## src/rtl/conway_pkg.sv

```systemverilog
// Shared types and defaults for the Game-of-Life sequencer slice.
package conway_pkg;

   localparam int OP_W     = 2;
   localparam int DEF_ROWS = 8;
   localparam int DEF_COLS = 8;

   typedef enum logic [OP_W-1:0] {
      CMD_LOAD = 2'd0,
      CMD_STEP = 2'd1,
      CMD_RUN  = 2'd2,
      CMD_HALT = 2'd3
   } cmd_op_t;

   typedef enum logic [2:0] {
      S_IDLE,
      S_LOAD,
      S_STEP_ENA,
      S_CHECK,
      S_RUN_WAIT,
      S_RUN_ENA,
      S_RUN_CHECK
   } seq_state_t;

endpackage

```

## src/rtl/conway_period_timer.sv

```systemverilog
// Loadable down-counter pacing free-run generations; holds at zero.
module conway_period_timer
   import conway_pkg::*;
#(
   parameter int PER_W = 24
) (
   input  logic             clk,
   input  logic             rst,
   input  logic             load,
   input  logic [PER_W-1:0] value,
   output logic             zero
);

   logic [PER_W-1:0] count;

   always_ff @(posedge clk or posedge rst) begin
      if (rst) begin
         count <= '0;
      end else if (load) begin
         count <= value;
      end else if (count != '0) begin
         count <= count - 1'b1;
      end
   end

   assign zero = (count == '0);

endmodule

```

## src/rtl/conway_sequencer.sv

```systemverilog
// Command sequencer for a Game-of-Life cell array: load, step, free-run, halt,
// with generation counting and still-life / extinction detection.
module conway_sequencer
   import conway_pkg::*;
#(
   parameter int ROWS  = DEF_ROWS,
   parameter int COLS  = DEF_COLS,
   parameter int GEN_W = 16,
   parameter int PER_W = 24
) (
   input  logic                 clk,
   input  logic                 rst,
   input  logic                 cmd_valid,
   output logic                 cmd_ready,
   input  logic [OP_W-1:0]      cmd_op,
   input  logic [PER_W-1:0]     cmd_period,
   input  logic [ROWS*COLS-1:0] seed,
   input  logic [ROWS*COLS-1:0] board_q,
   output logic [ROWS*COLS-1:0] board_seed,
   output logic                 board_load,
   output logic                 board_ena,
   output logic [GEN_W-1:0]     generation,
   output logic                 busy,
   output logic                 done,
   output logic                 stable,
   output logic                 extinct,
   output logic                 cmd_err
);

   localparam int N = ROWS * COLS;

   seq_state_t     state;
   cmd_op_t        op;
   logic [N-1:0]   snapshot;
   logic [PER_W-1:0] per_m1;
   logic [PER_W-1:0] per_in_m1;
   logic           accept;
   logic           gen_max;
   logic           nxt_stable;
   logic           nxt_extinct;
   logic           run_stop;
   logic           tmr_load;
   logic [PER_W-1:0] tmr_value;
   logic           tmr_zero;

   assign op          = cmd_op_t'(cmd_op);
   assign cmd_ready   = (state == S_IDLE) || (state == S_RUN_WAIT);
   assign busy        = (state != S_IDLE);
   assign accept      = cmd_valid && cmd_ready;
   assign gen_max     = (generation == '1);
   assign per_in_m1   = (cmd_period == '0) ? '0 : cmd_period - 1'b1;
   assign nxt_stable  = (board_q == snapshot);
   assign nxt_extinct = (board_q == '0);
   assign run_stop    = nxt_stable || nxt_extinct || gen_max;

   // RUN_WAIT lasts P-1 cycles (the timer is loaded with P-2) so that with the
   // ENA and CHECK cycles the strobes land P+1 apart; P=1 skips RUN_WAIT.
   always_comb begin
      tmr_load  = 1'b0;
      tmr_value = '0;
      if (state == S_IDLE && accept && op == CMD_RUN && !gen_max && per_in_m1 != '0) begin
         tmr_load  = 1'b1;
         tmr_value = per_in_m1 - 1'b1;
      end else if (state == S_RUN_CHECK && !run_stop && per_m1 != '0) begin
         tmr_load  = 1'b1;
         tmr_value = per_m1 - 1'b1;
      end
   end

   conway_period_timer #(.PER_W(PER_W)) u_timer (
      .clk   (clk),
      .rst   (rst),
      .load  (tmr_load),
      .value (tmr_value),
      .zero  (tmr_zero)
   );

   always_ff @(posedge clk or posedge rst) begin
      if (rst) begin
         state      <= S_IDLE;
         board_seed <= '0;
         board_load <= 1'b0;
         board_ena  <= 1'b0;
         generation <= '0;
         done       <= 1'b0;
         stable     <= 1'b0;
         extinct    <= 1'b0;
         cmd_err    <= 1'b0;
         snapshot   <= '0;
         per_m1     <= '0;
      end else begin
         board_load <= 1'b0;
         board_ena  <= 1'b0;
         done       <= 1'b0;
         cmd_err    <= 1'b0;
         case (state)
            S_IDLE: begin
               if (accept) begin
                  case (op)
                     CMD_LOAD: begin
                        board_seed <= seed;
                        generation <= '0;
                        stable     <= 1'b0;
                        extinct    <= 1'b0;
                        board_load <= 1'b1;
                        done       <= 1'b1;
                        state      <= S_LOAD;
                     end
                     CMD_STEP: begin
                        if (gen_max) begin
                           cmd_err <= 1'b1;
                        end else begin
                           snapshot   <= board_q;
                           board_ena  <= 1'b1;
                           generation <= generation + 1'b1;
                           state      <= S_STEP_ENA;
                        end
                     end
                     CMD_RUN: begin
                        if (gen_max) begin
                           cmd_err <= 1'b1;
                        end else begin
                           per_m1 <= per_in_m1;
                           if (per_in_m1 == '0) begin
                              snapshot   <= board_q;
                              board_ena  <= 1'b1;
                              generation <= generation + 1'b1;
                              state      <= S_RUN_ENA;
                           end else begin
                              state <= S_RUN_WAIT;
                           end
                        end
                     end
                     default: cmd_err <= 1'b1;
                  endcase
               end
            end
            S_LOAD: state <= S_IDLE;
            S_STEP_ENA: begin
               done  <= 1'b1;
               state <= S_CHECK;
            end
            S_CHECK: begin
               stable  <= nxt_stable;
               extinct <= nxt_extinct;
               state   <= S_IDLE;
            end
            S_RUN_WAIT: begin
               if (accept && op == CMD_HALT) begin
                  done  <= 1'b1;
                  state <= S_IDLE;
               end else begin
                  cmd_err <= accept;
                  if (tmr_zero) begin
                     snapshot   <= board_q;
                     board_ena  <= 1'b1;
                     generation <= generation + 1'b1;
                     state      <= S_RUN_ENA;
                  end
               end
            end
            S_RUN_ENA: state <= S_RUN_CHECK;
            S_RUN_CHECK: begin
               stable  <= nxt_stable;
               extinct <= nxt_extinct;
               if (run_stop) begin
                  done  <= 1'b1;
                  state <= S_IDLE;
               end else if (per_m1 == '0) begin
                  snapshot   <= board_q;
                  board_ena  <= 1'b1;
                  generation <= generation + 1'b1;
                  state      <= S_RUN_ENA;
               end else begin
                  state <= S_RUN_WAIT;
               end
            end
            default: state <= S_IDLE;
         endcase
      end
   end

endmodule

```

## config.mk

```make
export PLATFORM = sky130hd
export DESIGN_NAME = conway_sequencer
export DESIGN_NICKNAME = d
export VERILOG_FILES = /design/src/rtl/conway_pkg.sv /design/src/rtl/conway_period_timer.sv /design/src/rtl/conway_sequencer.sv
export SDC_FILE = /design/constraint.sdc
export NUM_CORES = 1
export LEC_CHECK = 0
export ABC_AREA = 1
export CORE_MARGIN = 10
export CORE_UTILIZATION = 57
export DETAILED_ROUTE_END_ITERATION = 7
export PLACE_DENSITY = 0.84
export SLEW_MARGIN = 20
export SYNTH_ARGS = -nofsm -noshare
export SYNTH_HDL_FRONTEND = slang
export SYNTH_SLANG_ARGS = --single-unit
```

## constraint.sdc

```tcl
create_clock -name clk -period 14.87 [get_ports clk]
set_input_delay 2.974 -clock clk [delete_from_list [all_inputs] [get_ports clk]]
set_output_delay 2.974 -clock clk [all_outputs]
set_load 0.03 [all_outputs]
```

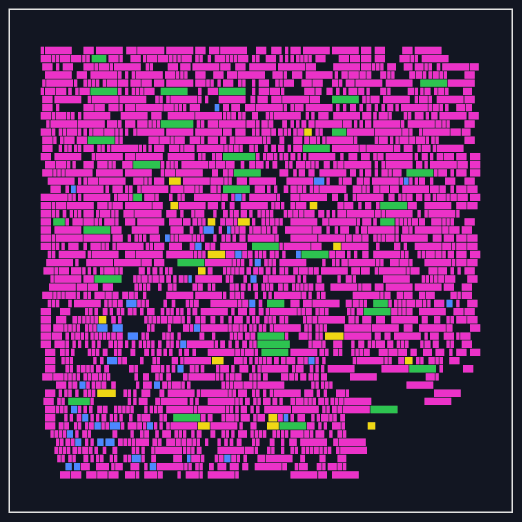
sizing.png
Scale: 3 px per um.
size	colour	cells
x1 and smaller	magenta	1855
x2	blue	43
x6 and larger	green	35
x3 and x4	yellow	18
number of buffers other than clock buffers in the final layout: 248
growth of design area from synthesis to finish: 27.4%
worst setup margin: 8090 ps

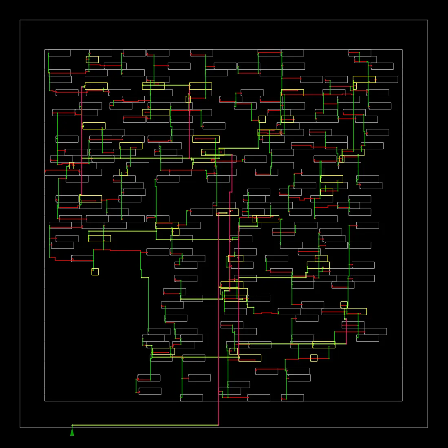
clock_nets.png
TritonCTS Buffers: 24
power in the clock group: 0.616 mW
final clock skew: 17.8 ps

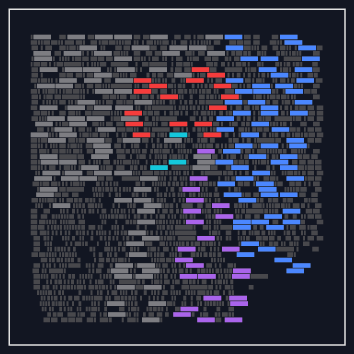
ff_map.png
Scale: 2 px per um. Other sequential cells in the stronger grey, the rest of the logic in the fainter grey.
name in the netlist	colour	flops
generation	red	16
state	cyan	3
snapshot	blue	64
u_timer.count	purple	24

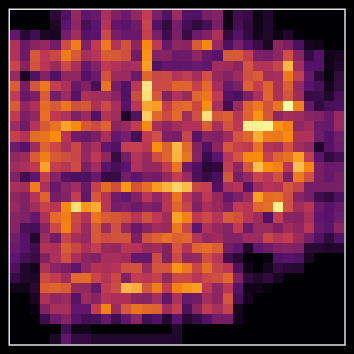
route_heat.png
Scale: 2 px per um. 33 x 33 tiles, from black (low) to pale yellow (high), scaled to the fullest tile. Values are wire area over tile area, all layers added.
emptiest ninth of the die	south-east
nearly empty tiles	13%
fullest tile	0.60
mean over tiles	0.22

==> results.sh <==
# flow metrics
export IMPL_outcome="complete, no violations"
export IMPL_layout_cells_sized_above_1_pct=4.92
export IMPL_grt_pass1_wl_um=59300
export IMPL_timing_critical_path_arrival_ps=7190
export IMPL_log_warning_count=33
export IMPL_hold_worst_slack_ps=473
export IMPL_yosysUniqueCellTypes=40
export IMPL_globalRouteTotalUtil_pct=24.9
export IMPL_ctsHtreeMaxLevel=1
export IMPL_postSynthCellCount=1720
export IMPL_design_portCount=245
export IMPL_cts_tree="built"
export IMPL_clock_latency_late_pin_ps=530
export IMPL_post_cts_hold_buffer_count=0
export IMPL_clockBufferDepth=3
export IMPL_timing_critical_path_to="snapshot[60]$_DFFE_PP0P_"
export IMPL_place_detailed_instances=2182
export IMPL_cp_end_kind="flip-flop"
export IMPL_diodes=2
export IMPL_ys_sh_aoi_pct=4.34
export IMPL_power_ir_vdd_worst_v=0.000142
export IMPL_net_count_entering_floorplan=1888
export IMPL_drt_vias_per_instance=5.46
export IMPL_layout_cells_most_common="sky130_fd_sc_hd__nand2_1"
export IMPL_setup_viol=0
export IMPL_crit_path_cell_trace="clkdlybuf4s50_1 -> inv_1 -> ha_1 -> nand2_2 -> nor2_8 -> nand3_4 -> nand3_1 -> nand2_1 -> nor2_1 -> nand2_1 -> nor2_1 -> nand2_2 -> nand2_4 -> nand3_4 -> nand2_1 -> nand2_1"
export IMPL_prevailing_post_synth_register_cell="sky130_fd_sc_hd__dfrtp_1"
export IMPL_post_synth_top_count_cell="sky130_fd_sc_hd__nand2_1"
export IMPL_final_instance_count_excl_fill=2228
export IMPL_period_minus_slack_ps=6780
export IMPL_critical_path_slowest_cell="sky130_fd_sc_hd__nand3_4"
export IMPL_hold_end="board_seed[3]$_DFFE_PP0P_"
export IMPL_drt_iter0_markers=1141
export IMPL_postSynth_asyncResetShare_pct=100
export IMPL_floorplan_initialDensity_pct=58.4
export IMPL_cts_resized=0
export IMPL_biggestCellCategory="combinational gates"
export IMPL_n_fill_cell=1608
tightest hold or removal path: cells and delay by family, from the launching register on:
family	cells	cell delay, ps
flops	1	340
simple gates	2	100
report_power, final:
group	switching, mW	internal [mW]	total [mW]
clock	0.245	0.371	0.616
sequential	0.179	0.791	0.971
combinational	0.823	0.501	1.32
routing by layer:
| layer | track usage, % | vias up | wire (um) |
|---|---|---|---|
| met3 | 7.00 | 63 | 3220 |
| met5 | 0 | - | 0 |
| met1 | 32.0 | 5683 | 15600 |
| met4 | 8.74 | 0 | 1100 |
| li1 | - | 5952 | - |
| met2 | 39.5 | 473 | 16800 |
flip-flops by register name, summed over array words and instances, names as in the netlist:
register,flops
per_m1,24
extinct,1
board_load,1
generation,16
board_ena,1
cmd_err,1
snapshot,64
state,3
u_timer.count,24
done,1
board_seed,64
stable,1
No activity file was given, so power comes from the tool's default toggle rates.
